===== src/rtl/sub_pkg.sv =====
// Shared definitions for the bit-serial subtractor: FSM state encoding and default width.
package sub_pkg;

    localparam logic [1:0] S_IDLE = 2'd0;
    localparam logic [1:0] S_RUN  = 2'd1;
    localparam logic [1:0] S_DONE = 2'd2;

    localparam int DEFAULT_WIDTH = 8;

endpackage


===== src/rtl/full_subtractor.sv =====
// One-bit full subtractor cell: d = x - y - bin, bout = borrow out of this bit.
module full_subtractor (
    input  logic x,
    input  logic y,
    input  logic bin,
    output logic d,
    output logic bout
);

    assign d    = x ^ y ^ bin;
    assign bout = (~x & y) | (~(x ^ y) & bin);

endmodule


===== src/rtl/serial_subtractor.sv =====
// Bit-serial WIDTH-bit subtractor: one full-subtractor cell plus a borrow flip-flop,
// LSB first, WIDTH RUN cycles per operation and a single-cycle done pulse.
module serial_subtractor
    import sub_pkg::*;
#(
    parameter int WIDTH = DEFAULT_WIDTH
) (
    input  logic             clk,
    input  logic             rst_n,
    input  logic             start,
    input  logic [WIDTH-1:0] a,
    input  logic [WIDTH-1:0] b,
    input  logic             bin,
    output logic             busy,
    output logic             done,
    output logic [WIDTH-1:0] diff,
    output logic             borrow_out,
    output logic             bit_diff
);

    localparam int              CW       = $clog2(WIDTH);
    localparam logic [CW-1:0]   CNT_LAST = CW'(WIDTH - 1);

    logic [1:0]       state;
    logic [1:0]       state_nxt;
    logic [WIDTH-1:0] sa;
    logic [WIDTH-1:0] sb;
    logic [WIDTH-2:0] sr;
    logic [WIDTH-1:0] sr_in;
    logic             borrow;
    logic [CW-1:0]    cnt;
    logic             cell_d;
    logic             cell_bo;
    logic             accept;
    logic             last;

    full_subtractor u_cell (
        .x    (sa[0]),
        .y    (sb[0]),
        .bin  (borrow),
        .d    (cell_d),
        .bout (cell_bo)
    );

    assign accept = start && ((state == S_IDLE) || (state == S_DONE));
    assign last   = (state == S_RUN) && (cnt == CNT_LAST);
    // New bit enters at the MSB; on the last step this is the fully assembled result.
    assign sr_in  = {cell_d, sr};

    always_ff @(posedge clk) begin
        if (!rst_n) state <= S_IDLE;
        else        state <= state_nxt;
    end

    always_comb begin
        state_nxt = state;
        case (state)
            S_IDLE:  if (start) state_nxt = S_RUN;
            S_RUN:   if (cnt == CNT_LAST) state_nxt = S_DONE;
            S_DONE:  state_nxt = start ? S_RUN : S_IDLE;
            default: state_nxt = S_IDLE;
        endcase
    end

    always_comb begin
        busy     = 1'b0;
        done     = 1'b0;
        bit_diff = 1'b0;
        case (state)
            S_RUN: begin
                busy     = 1'b1;
                bit_diff = cell_d;
            end
            S_DONE:  done = 1'b1;
            default: ;
        endcase
    end

    always_ff @(posedge clk) begin
        if (!rst_n) begin
            sa         <= '0;
            sb         <= '0;
            sr         <= '0;
            borrow     <= 1'b0;
            cnt        <= '0;
            diff       <= '0;
            borrow_out <= 1'b0;
        end else if (accept) begin
            sa     <= a;
            sb     <= b;
            borrow <= bin;
            cnt    <= '0;
        end else if (state == S_RUN) begin
            sa     <= sa >> 1;
            sb     <= sb >> 1;
            sr     <= sr_in[WIDTH-1:1];
            borrow <= cell_bo;
            cnt    <= cnt + 1'b1;
            if (last) begin
                diff       <= sr_in;
                borrow_out <= cell_bo;
            end
        end
    end

endmodule


===== config.mk =====
export PLATFORM = sky130hd
export DESIGN_NAME = serial_subtractor
export DESIGN_NICKNAME = d
export VERILOG_FILES = /design/src/rtl/sub_pkg.sv /design/src/rtl/full_subtractor.sv /design/src/rtl/serial_subtractor.sv
export SDC_FILE = /design/constraint.sdc
export NUM_CORES = 1
export LEC_CHECK = 0
export ABC_CLOCK_PERIOD_IN_PS = 2600
export CORE_MARGIN = 2
export CORE_UTILIZATION = 40
export CTS_BUF_LIST = sky130_fd_sc_hd__clkbuf_8
export CTS_CLUSTER_DIAMETER = 200
export CTS_CLUSTER_SIZE = 12
export DETAILED_ROUTE_END_ITERATION = 10
export PLACE_DENSITY = 0.71
export SLEW_MARGIN = 20
export SYNTH_ARGS = -nofsm -noshare
export SYNTH_HDL_FRONTEND = slang
export SYNTH_HIERARCHICAL = 1
export SYNTH_SLANG_ARGS = --single-unit

===== constraint.sdc =====
create_clock -name clk -period 2.6 [get_ports clk]
set_input_delay 0.39 -clock clk [delete_from_list [all_inputs] [get_ports clk]]
set_output_delay 0.39 -clock clk [all_outputs]
set_load 0.02 [all_outputs]

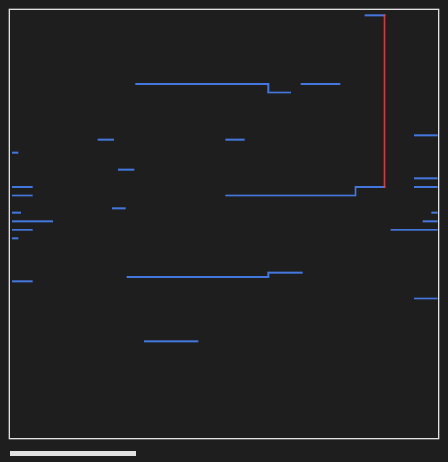
**Above:** routed metal, one color a layer.
The bar under the picture is 20 um long. Only two layers are drawn.
blue -> met3  # wire length 151 um
red -> met4  # wire length 27.2 um
total vias in the final route: 1320
Routed WL: 3174 um
routed wire length per instance: 12.16 um

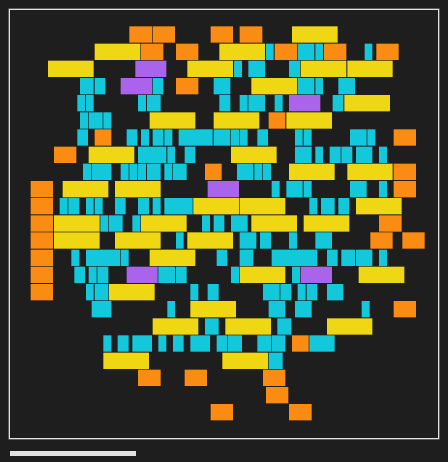
**Above:** cells colored by class.
The bar under the picture is 20 um long.
purple -> clock drivers and dummy loads  # cells 6
orange -> other buffers and delay cells  # cells 35
cyan -> all other logic  # cells 132
yellow -> flip-flops  # cells 38
num rows: 23
Non-Filler Cell Area, Final: 1984 um2
flop share of the area: 38.34%
Finished Core Util: 49.97%

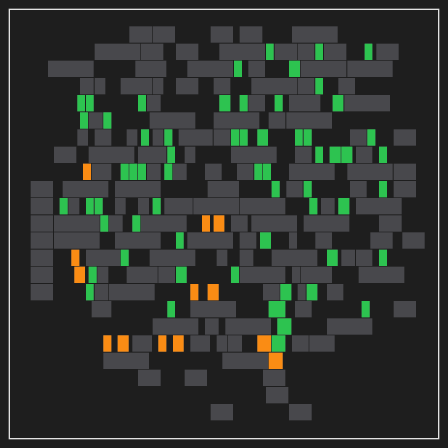
**Above:** gate-type map.
green -> NAND gates  # cells 61, most used nand2_1
orange -> NOR gates  # cells 13, most used nor2_1
most numerous logic cell after layout: sky130_fd_sc_hd__nand2_1
non-filler instance count after layout: 261
share of the final layout cell area in multi-input gates: 36.07%

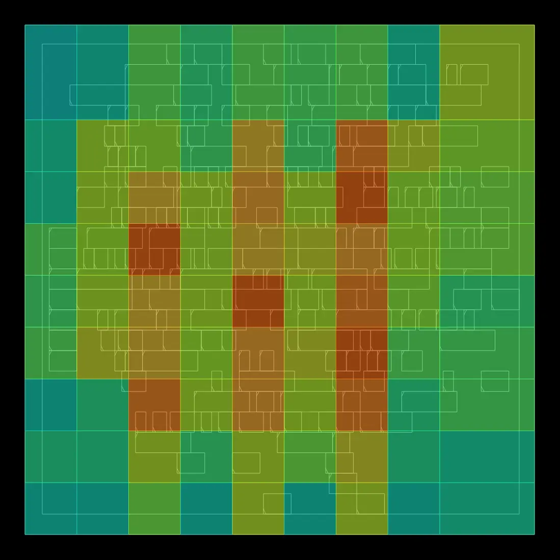
**Above:** congestion heat map.
global-route usage over all layers: 16.49%
Global Route met3 Usage: 6.414%

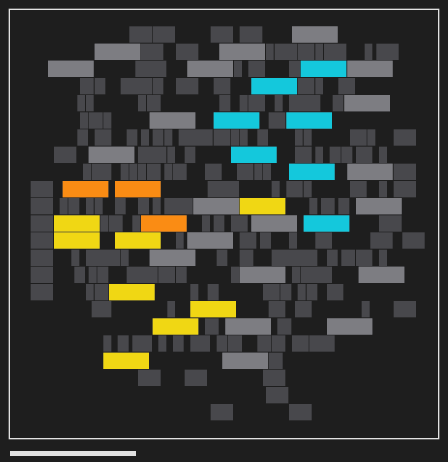
**Above:** sequential cells colored by netlist name.
The bar under the picture is 20 um long. Other sequential cells in the stronger gray, the rest of the logic in the fainter gray.
cyan -> sr  # sequential cells 7
yellow -> sb  # sequential cells 8
orange -> cnt  # sequential cells 3
not colored = 20

==> results.cfg <==
; implementation run metrics
[cts]
cts.clk_slew.worst_paths_ns = 0.07
htree_num_levels = 2
clock_sink_count = 38
clk_buf_depth = 2

[finish]
nNetsFinal = 235
fillerInstances = 401
design.seq.count = 38
clockNetworkAreaShare_pct = 4.161
comb_area_um2 = 715.7

[global_routing]
globalRouteMet1Util_pct = 20.59
use_met2_pct = 25.86
globalRouteOverflowTotal = 0
grt_antenna_before_repair = 0

[detailed_routing]
drt_pre_antenna_iters = 4

[logic_synthesis]
mux_share_pct = 0
yosys-dominant-comb-family = simple AND/OR/NAND/NOR gates
synth-cells-yosys = 185
yosysMostFrequentCell = sky130_fd_sc_hd__nand2_1
yosys-top-cells-count = 46 x sky130_fd_sc_hd__nand2_1, 38 x sky130_fd_sc_hd__dfxtp_1, 12 x sky130_fd_sc_hd__a21boi_1, 12 x sky130_fd_sc_hd__nand3_1
flop_cell = sky130_fd_sc_hd__dfxtp_1
ys_seq_share_pct = 46.70
yosys-stat-area_um2 = 1629
syn_nets = 208
synth-seq-cells = 38
post_synthesis_simple_gate_area_fraction_pct = 20.74
yosys.area_share.aoi_pct = 19.89
mappedNetlistArea_um2 = 1629

[pwr]
net-switching-power_uw = 288.3
total_power_consumption_uw = 1174
power_top_consumer = sequential cells
pg_clk_uw = 395
power_report.internal_total_uw = 885.7
power-per-cell-area_nw_per_um2 = 591.6

[placed_design]
gp_congestion = 0.7330
detailedPlace.worstSlack_ns = 0.5505

[setup_path]
critical-path-top-delay-family = buffers and inverters
timing.critical_path.from = sb[0]$_SDFFE_PN0P_
timing.rr.start = state[0]$_SDFFE_PN0P_
worst_reg2reg_path_length_in_cells = 4

[die]
die-height_um = 67.82
io_pins = 32
chip_area_um2 = 4599
core_region_area_um2 = 3971

[final_timing]
setup_viol_count_final = 0
relSlewSlack_pct = 45.66
timing.final.crit_share_pct = 90.37

[outcome]
result_of_the_run = complete, no violations
[how the worst min path moves through the flow]
stage | start | end | slack, ns | cells after the start
2_1_floorplan | sb[7]$_SDFFE_PN0P_ | sb[7]$_SDFFE_PN0P_ | 0.43 | 2
3_3_place_gp | diff[6]$_SDFFE_PN0P_ | diff[6]$_SDFFE_PN0P_ | 0.44 | 2
3_5_place_dp | diff[2]$_SDFFE_PN0P_ | diff[2]$_SDFFE_PN0P_ | 0.44 | 2
4_1_cts | diff[2]$_SDFFE_PN0P_ | diff[2]$_SDFFE_PN0P_ | 0.45 | 2
5_1_grt | diff[6]$_SDFFE_PN0P_ | diff[6]$_SDFFE_PN0P_ | 0.48 | 2
6_report | diff[2]$_SDFFE_PN0P_ | diff[2]$_SDFFE_PN0P_ | 0.45 | 2
No activity file was given, so power comes from the tool's default toggle rates.
